run_1/io_fan.png
Drawn at 2 px/um.
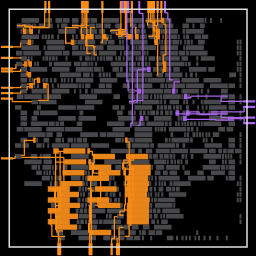
run_1/clk_routes.png
Drawn at 3 px/um.
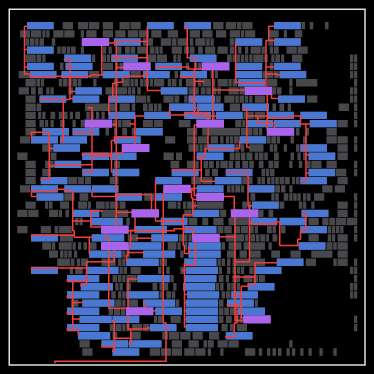
run_1/cell_density.png
Drawn at 3 px/um. 12 x 12 tiles, from dark blue (low) to red (high), 0 to 100% covered.
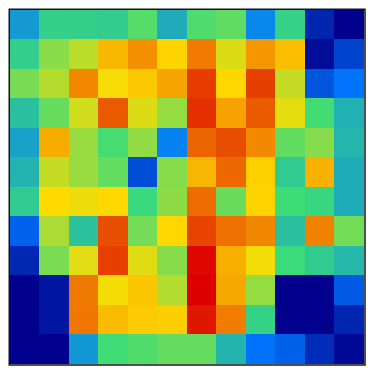
File: src/rtl/io_bus_ctrl_if.sv
// Core IO bus, UART TX/RX links and register observation
// outputs of the memory-mapped IO controller.
interface io_bus_ctrl_if #(
    parameter int ADDR_W = 8
);
    logic              io_we;
    logic              io_re;
    logic [ADDR_W-1:0] io_addr;
    logic [31:0]       io_wdata;
    logic [31:0]       io_rdata;
    logic              io_rvalid;
    logic              io_stall;
    logic [7:0]        tx_data;
    logic              tx_valid;
    logic              tx_ready;
    logic [7:0]        rx_data;
    logic              rx_valid;
    logic [31:0]       io_uart_io_reg;
    logic [31:0]       io_uart_csr_reg;
    logic [31:0]       io_gpio_io_reg;

    modport slave (
        input  io_we, io_re, io_addr, io_wdata,
        input  tx_ready, rx_data, rx_valid,
        output io_rdata, io_rvalid, io_stall,
        output tx_data, tx_valid,
        output io_uart_io_reg, io_uart_csr_reg, io_gpio_io_reg
    );

    modport master (
        output io_we, io_re, io_addr, io_wdata,
        output tx_ready, rx_data, rx_valid,
        input  io_rdata, io_rvalid, io_stall,
        input  tx_data, tx_valid,
        input  io_uart_io_reg, io_uart_csr_reg, io_gpio_io_reg
    );
endinterface

File: src/rtl/io_bus_ctrl.sv
// Memory-mapped IO controller: UART TX FIFO + sequencer,
// UART RX latch, CSR and GPIO registers.
module io_bus_ctrl #(
    parameter int FIFO_DEPTH = 4,
    parameter int ADDR_W     = 8
) (
    input  logic          clk,
    input  logic          rst,
    io_bus_ctrl_if.slave  bus
);
    localparam int PW = $clog2(FIFO_DEPTH);
    localparam int CW = PW + 1;

    localparam logic [ADDR_W-1:0] A_UIO  = ADDR_W'(0);
    localparam logic [ADDR_W-1:0] A_CSR  = ADDR_W'(4);
    localparam logic [ADDR_W-1:0] A_GPIO = ADDR_W'(8);

    typedef enum logic {IDLE, SEND} state_e;

    state_e          state_q, state_d;
    logic [7:0]      mem_q [FIFO_DEPTH];
    logic [PW-1:0]   wptr_q, wptr_d;
    logic [PW-1:0]   rptr_q, rptr_d;
    logic [CW-1:0]   cnt_q, cnt_d;
    logic [7:0]      txd_q, txd_d;
    logic [7:0]      rxb_q, rxb_d;
    logic            rxf_q, rxf_d;
    logic            ovr_q, ovr_d;
    logic [31:0]     gpio_q, gpio_d;
    logic [7:0]      uio_q, uio_d;
    logic [31:0]     rdata_q, rdata_d;
    logic            rvalid_q;

    logic sel_uio, sel_csr, sel_gpio;
    logic wr, rd, rd_uio;
    logic full, empty, push, pop;
    logic busy;
    logic [31:0] csr;

    assign sel_uio  = bus.io_addr == A_UIO;
    assign sel_csr  = bus.io_addr == A_CSR;
    assign sel_gpio = bus.io_addr == A_GPIO;

    // A simultaneous write drops the read entirely
    assign wr     = bus.io_we;
    assign rd     = bus.io_re && !bus.io_we;
    assign rd_uio = rd && sel_uio;

    assign full  = cnt_q == CW'(FIFO_DEPTH);
    assign empty = cnt_q == '0;
    assign push  = wr && sel_uio && !full;
    assign pop   = (state_q == IDLE) && !empty;

    assign bus.io_stall = wr && sel_uio && full;

    // FIFO pointers and occupancy
    always_comb begin
        wptr_d = wptr_q;
        rptr_d = rptr_q;
        cnt_d  = cnt_q;
        if (push) wptr_d = wptr_q + 1'b1;
        if (pop)  rptr_d = rptr_q + 1'b1;
        unique case ({push, pop})
            2'b10:   cnt_d = cnt_q + 1'b1;
            2'b01:   cnt_d = cnt_q - 1'b1;
            default: cnt_d = cnt_q;
        endcase
    end

    always_ff @(posedge clk) begin
        if (push) mem_q[wptr_q] <= bus.io_wdata[7:0];
    end

    always_ff @(posedge clk or negedge rst) begin
        if (!rst) begin
            wptr_q <= '0;
            rptr_q <= '0;
            cnt_q  <= '0;
        end else begin
            wptr_q <= wptr_d;
            rptr_q <= rptr_d;
            cnt_q  <= cnt_d;
        end
    end

    always_ff @(posedge clk or negedge rst) begin
        if (!rst) state_q <= IDLE;
        else      state_q <= state_d;
    end

    always_comb begin
        state_d = state_q;
        unique case (state_q)
            IDLE:    if (!empty) state_d = SEND;
            SEND:    if (bus.tx_ready) state_d = IDLE;
            default: state_d = IDLE;
        endcase
    end

    always_comb begin
        busy  = 1'b0;
        txd_d = txd_q;
        unique case (state_q)
            IDLE:    if (pop) txd_d = mem_q[rptr_q];
            SEND:    busy = 1'b1;
            default: busy = 1'b0;
        endcase
    end

    assign bus.tx_valid = busy;
    assign bus.tx_data  = txd_q;

    // A read racing a new byte returns the old one and keeps rx_full
    always_comb begin
        rxb_d = rxb_q;
        rxf_d = rxf_q;
        ovr_d = ovr_q;
        if (wr && sel_csr && bus.io_wdata[3]) ovr_d = 1'b0;
        if (bus.rx_valid) begin
            if (!rxf_q || rd_uio) begin
                rxb_d = bus.rx_data;
                rxf_d = 1'b1;
            end else begin
                ovr_d = 1'b1;
            end
        end else if (rd_uio) begin
            rxf_d = 1'b0;
        end
    end

    always_comb begin
        csr         = '0;
        csr[0]      = empty;
        csr[1]      = full;
        csr[2]      = rxf_q;
        csr[3]      = ovr_q;
        csr[4 +: CW] = cnt_q;
        csr[7]      = busy;
    end

    always_comb begin
        gpio_d = gpio_q;
        uio_d  = uio_q;
        if (wr && sel_gpio) gpio_d = bus.io_wdata;
        if (push)           uio_d  = bus.io_wdata[7:0];
    end

    always_comb begin
        rdata_d = rdata_q;
        if (rd) begin
            unique case (1'b1)
                sel_uio:  rdata_d = {24'b0, rxb_q};
                sel_csr:  rdata_d = csr;
                sel_gpio: rdata_d = gpio_q;
                default:  rdata_d = '0;
            endcase
        end
    end

    always_ff @(posedge clk or negedge rst) begin
        if (!rst) begin
            txd_q    <= '0;
            rxb_q    <= '0;
            rxf_q    <= 1'b0;
            ovr_q    <= 1'b0;
            gpio_q   <= '0;
            uio_q    <= '0;
            rdata_q  <= '0;
            rvalid_q <= 1'b0;
        end else begin
            txd_q    <= txd_d;
            rxb_q    <= rxb_d;
            rxf_q    <= rxf_d;
            ovr_q    <= ovr_d;
            gpio_q   <= gpio_d;
            uio_q    <= uio_d;
            rdata_q  <= rdata_d;
            rvalid_q <= rd;
        end
    end

    assign bus.io_rdata        = rdata_q;
    assign bus.io_rvalid       = rvalid_q;
    assign bus.io_uart_io_reg  = {24'b0, uio_q};
    assign bus.io_uart_csr_reg = csr;
    assign bus.io_gpio_io_reg  = gpio_q;
endmodule

File: src/flat_wrapper.sv
// flat-port wrapper written by rule: the top's interface ports become plain ports
module io_bus_ctrl_flat 
#(
    parameter int FIFO_DEPTH = 4,
    parameter int ADDR_W     = 8
)
  (clk, rst, bus_io_we, bus_io_re, bus_io_addr, bus_io_wdata, bus_tx_ready, bus_rx_data, bus_rx_valid, bus_io_rdata, bus_io_rvalid, bus_io_stall, bus_tx_data, bus_tx_valid, bus_io_uart_io_reg, bus_io_uart_csr_reg, bus_io_gpio_io_reg);
  io_bus_ctrl_if #(.ADDR_W(ADDR_W)) bus_i ();
  input  logic clk;
  input  logic rst;
  input wire logic [$bits(bus_i.io_we)-1:0] bus_io_we;
  input wire logic [$bits(bus_i.io_re)-1:0] bus_io_re;
  input wire logic [$bits(bus_i.io_addr)-1:0] bus_io_addr;
  input wire logic [$bits(bus_i.io_wdata)-1:0] bus_io_wdata;
  input wire logic [$bits(bus_i.tx_ready)-1:0] bus_tx_ready;
  input wire logic [$bits(bus_i.rx_data)-1:0] bus_rx_data;
  input wire logic [$bits(bus_i.rx_valid)-1:0] bus_rx_valid;
  output wire logic [$bits(bus_i.io_rdata)-1:0] bus_io_rdata;
  output wire logic [$bits(bus_i.io_rvalid)-1:0] bus_io_rvalid;
  output wire logic [$bits(bus_i.io_stall)-1:0] bus_io_stall;
  output wire logic [$bits(bus_i.tx_data)-1:0] bus_tx_data;
  output wire logic [$bits(bus_i.tx_valid)-1:0] bus_tx_valid;
  output wire logic [$bits(bus_i.io_uart_io_reg)-1:0] bus_io_uart_io_reg;
  output wire logic [$bits(bus_i.io_uart_csr_reg)-1:0] bus_io_uart_csr_reg;
  output wire logic [$bits(bus_i.io_gpio_io_reg)-1:0] bus_io_gpio_io_reg;
  assign bus_i.io_we = bus_io_we;
  assign bus_i.io_re = bus_io_re;
  assign bus_i.io_addr = bus_io_addr;
  assign bus_i.io_wdata = bus_io_wdata;
  assign bus_i.tx_ready = bus_tx_ready;
  assign bus_i.rx_data = bus_rx_data;
  assign bus_i.rx_valid = bus_rx_valid;
  assign bus_io_rdata = bus_i.io_rdata;
  assign bus_io_rvalid = bus_i.io_rvalid;
  assign bus_io_stall = bus_i.io_stall;
  assign bus_tx_data = bus_i.tx_data;
  assign bus_tx_valid = bus_i.tx_valid;
  assign bus_io_uart_io_reg = bus_i.io_uart_io_reg;
  assign bus_io_uart_csr_reg = bus_i.io_uart_csr_reg;
  assign bus_io_gpio_io_reg = bus_i.io_gpio_io_reg;
  io_bus_ctrl #(.FIFO_DEPTH(FIFO_DEPTH), .ADDR_W(ADDR_W)) u_core (.clk(clk), .rst(rst), .bus(bus_i));
endmodule
File: config.mk
export PLATFORM = sky130hd
export DESIGN_NAME = io_bus_ctrl_flat
export DESIGN_NICKNAME = d
export VERILOG_FILES = /design/src/rtl/io_bus_ctrl_if.sv /design/src/rtl/io_bus_ctrl.sv /design/src/flat_wrapper.sv
export SDC_FILE = /design/constraint.sdc
export NUM_CORES = 1
export LEC_CHECK = 0
export ABC_AREA = 1
export CAP_MARGIN = 20
export CORE_MARGIN = 2
export CORE_UTILIZATION = 46
export CTS_CLUSTER_DIAMETER = 30
export DETAILED_ROUTE_END_ITERATION = 8
export PLACE_DENSITY = 0.8
export SLEW_MARGIN = 25
export SYNTH_ARGS = -nofsm -noshare
export SYNTH_HDL_FRONTEND = slang
export SYNTH_SLANG_ARGS = --single-unit
export TNS_END_PERCENT = 50
File: constraint.sdc
create_clock -name clk -period 2.9 [get_ports clk]
set_clock_uncertainty 0.1 [all_clocks]
set_input_delay 0.435 -clock clk [delete_from_list [all_inputs] [get_ports clk]]
set_output_delay 0.435 -clock clk [all_outputs]
set_load 0.01 [all_outputs]
==> impl_metrics.env, run 1 <==
# source this file to load flow results
export IMPL_highest_layer_used_for_signal_routing="met4"
export IMPL_syn_area_um2=5990
export IMPL_comb_cell_power_w=0.00112
export IMPL_signal_buffers=157
export IMPL_holdCritStartpoint="u_core.rxb_q[6]"
export IMPL_report_final_setup_viol=0
export IMPL_grtUsageTotal_pct=20.9
export IMPL_grt_start_max_net_pins=54
export IMPL_portbufs=144
export IMPL_syn_area_per_cell_um2=9.71
export IMPL_synth_cellmix_adderShare_pct=1.38
export IMPL_layout_worst_path_cycle_share_pct=92.1
export IMPL_timing_final_hold_violations=0
export IMPL_filler_cell_count=1031
export IMPL_worst_hold_path_type="flip-flop to flip-flop"
export IMPL_stdcell_count=946
export IMPL_cts_buffer_depth=2
export IMPL_yosys_register_bits=131
export IMPL_hold_fix_buffer_count_after_cts=1
export IMPL_power_ir_vdd_worst_mv=0.298
export IMPL_timing_critical_path_depth=4
export IMPL_row_count=41
export IMPL_syn2layout_area_growth_pct=33.5
export IMPL_number_of_vias_in_the_routed_layout=4589
export IMPL_finalPower_w=0.00565
export IMPL_finalWorstPathRequiredPeriod_ns=2.67
export IMPL_cts_repair_resize_count=0
export IMPL_layout_drive_gt1_share_pct=11.6
export IMPL_run_status="complete, no violations"
export IMPL_power_switching_w=0.00158
export IMPL_design_portCount=193
export IMPL_route_detailed_wl_per_inst_um=15.0
export IMPL_arrival_time_at_the_worst_endpoint_ns=2.14
export IMPL_inverters=31
export IMPL_clock_buffer_count=21
export IMPL_switching_share_pct=28.0
export IMPL_finalNetCount=820
export IMPL_final_comb_area_um2=2010
export IMPL_setup_ws_pre_cts_ns=0.275
export IMPL_post_route_worst_setup_slack_ns=0.229
export IMPL_final_setup_tns_ns=0
export IMPL_synth_cell_types=30
export IMPL_cts_root_buf="clkbuf_16"
export IMPL_layout_cells_most_common="nand2_1"
export IMPL_critPathSlowestCell="clkdlybuf4s50_1"
export IMPL_chipArea_um2=13900
export IMPL_wl_met2_mm=7.22
export IMPL_synth_dominant_cell_count="nand2_1"
export IMPL_first_global_vias=4400
export IMPL_seq_power_share_pct=39.3
export IMPL_mux_share_pct=0
export IMPL_layout_comb_gates_multi_input=422
export IMPL_netlist_top_cells_area="dfrtp_1 41%, edfxtp_1 16%, nand2_1 9.9%, buf_4 7.0%, nand3_1 4.8%"
export IMPL_yosys_stat_cells=617
export IMPL_top_power_group="the clock network"
export IMPL_firstDrtPassIters=5
export IMPL_ys_flop_type="dfrtp_1"
export IMPL_regToRegStartpoint="u_core.cnt_q[0]"
Back to the opening pictures, io_fan.png:
colour	port	bits	direction	end cells	buffers	wire
purple	bus_rx_data	8	input	8	8	385 um
orange	bus_io_wdata	32	input	64	32	976 um

Back to the opening pictures, clk_routes.png:
[purple] clock drivers | count: 17
[red] clock wires | length: 1600 um
[blue] flip-flops | count: 131
routed clock nets	18
clock latency on the worst-skew pair: 0.42 ns
clock group power: 0.00230 W
clock power share: 40.8%

Back to the opening pictures, cell_density.png:
tiles over 75% full	33%
emptiest ninth of the die	lower right
nearly empty tiles	6.2%
mean over tiles	56%
final core utilization: 63.1%
Core ar.: 12700 um2
FP Util: 47.3%

--- run 2 (diff from run 1) ---
--- a/config.mk
+++ b/config.mk
@@ -6,7 +6,6 @@
 export NUM_CORES = 1
 export LEC_CHECK = 0
 export ABC_AREA = 1
-export CAP_MARGIN = 20
 export CORE_MARGIN = 2
 export CORE_UTILIZATION = 46
 export CTS_CLUSTER_DIAMETER = 30
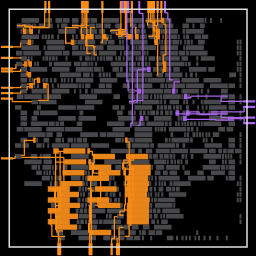
run_2/io_fan.png
Drawn at 2 px/um.
colour	port	bits	direction	end cells	buffers	wire
purple	bus_rx_data	8	input	8	8	385 um
orange	bus_io_wdata	32	input	64	32	976 um

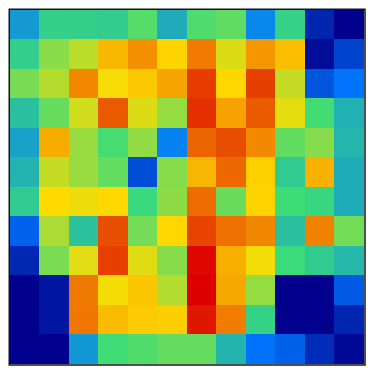
run_2/cell_density.png
Drawn at 3 px/um. 12 x 12 tiles, from dark blue (low) to red (high), 0 to 100% covered.

==> impl_metrics.env, run 2 <==
# source this file to load flow results
export IMPL_stdcell_count=946
export IMPL_run_status="complete, no violations"
export IMPL_critPathLaunchType="flip-flop"
export IMPL_timing_final_hold_violations=0
export IMPL_final_comb_area_um2=2010
export IMPL_signal_buffers=157
export IMPL_chipArea_um2=13900
export IMPL_cts_clk_pin_slew_worst_paths_ns=0.06
export IMPL_syn_area_per_cell_um2=9.71
export IMPL_firstDrtPassIters=5
export IMPL_p_clk_share_pct=40.8
export IMPL_final_setup_tns_ns=0
export IMPL_cts_root_buf="clkbuf_16"
export IMPL_power_ir_vdd_worst_mv=0.298
export IMPL_finalWorstPathRequiredPeriod_ns=2.67
export IMPL_comb_cell_power_w=0.00112
export IMPL_arrival_time_at_the_worst_endpoint_ns=2.14
export IMPL_row_count=41
export IMPL_seq_power_share_pct=39.3
export IMPL_highest_layer_used_for_signal_routing="met4"
export IMPL_core_area_um2=12700
export IMPL_power_clock_w=0.00230
export IMPL_synth_dominant_cell_count="nand2_1"
export IMPL_worst_hold_path_type="flip-flop to flip-flop"
export IMPL_ys_flop_type="dfrtp_1"
export IMPL_regToRegStartpoint="u_core.cnt_q[0]"
export IMPL_portbufs=144
export IMPL_layout_drive_gt1_share_pct=11.6
export IMPL_timing_critical_path_depth=4
export IMPL_report_final_setup_viol=0
export IMPL_fp_util_pct=47.3
export IMPL_mux_share_pct=0
export IMPL_final_hold_worst_slack_ns=0.374
export IMPL_clock_buffer_count=21
export IMPL_inverters=31
export IMPL_layout_worst_path_cycle_share_pct=92.1
export IMPL_sh_seq_area_pct=43.0
export IMPL_switching_share_pct=28.0
export IMPL_setup_ws_pre_cts_ns=0.275
export IMPL_grt_busiest_layer="met2"
export IMPL_wl_met2_mm=7.22
export IMPL_synth_cellmix_adderShare_pct=1.38
export IMPL_layout_cells_most_common="nand2_1"
export IMPL_route_detailed_wl_per_inst_um=15.0
export IMPL_grtUsageTotal_pct=20.9
export IMPL_top_power_group="the clock network"
export IMPL_yosys_register_bits=131
export IMPL_first_global_vias=4400
export IMPL_cts_repair_resize_count=0
export IMPL_grt_start_max_net_pins=54
export IMPL_cts_buffer_depth=2
export IMPL_detail_route_antenna_nets=0
export IMPL_syn2layout_area_growth_pct=33.5
export IMPL_synth_cell_types=30
export IMPL_post_route_util_pct=63.1
export IMPL_capturing_element_of_the_worst_setup_path="bus_io_stall"
export IMPL_finalNetCount=820
export IMPL_number_of_vias_in_the_routed_layout=4589
export IMPL_yosys_stat_cells=617
export IMPL_netlist_top_cells_area="dfrtp_1 41%, edfxtp_1 16%, nand2_1 9.9%, buf_4 7.0%, nand3_1 4.8%"
export IMPL_post_route_worst_setup_slack_ns=0.229
export IMPL_design_portCount=193
export IMPL_hold_fix_buffer_count_after_cts=1
export IMPL_crit_buf_inv=2
export IMPL_critPathSlowestCell="clkdlybuf4s50_1"
export IMPL_finalPower_w=0.00565
export IMPL_die_width_um=118
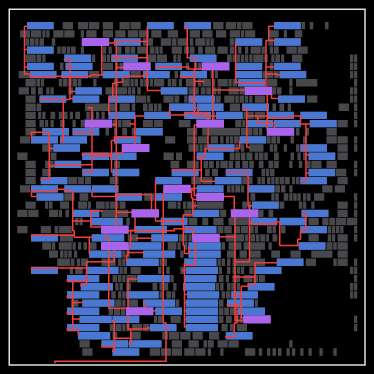
run_2/clk_routes.png
Drawn at 3 px/um.
[purple] clock drivers | count: 17
[blue] flip-flops | count: 131
[red] clock wires | length: 1600 um
flops lie	spread over the die

Power is estimated from default activity; no workload was simulated.
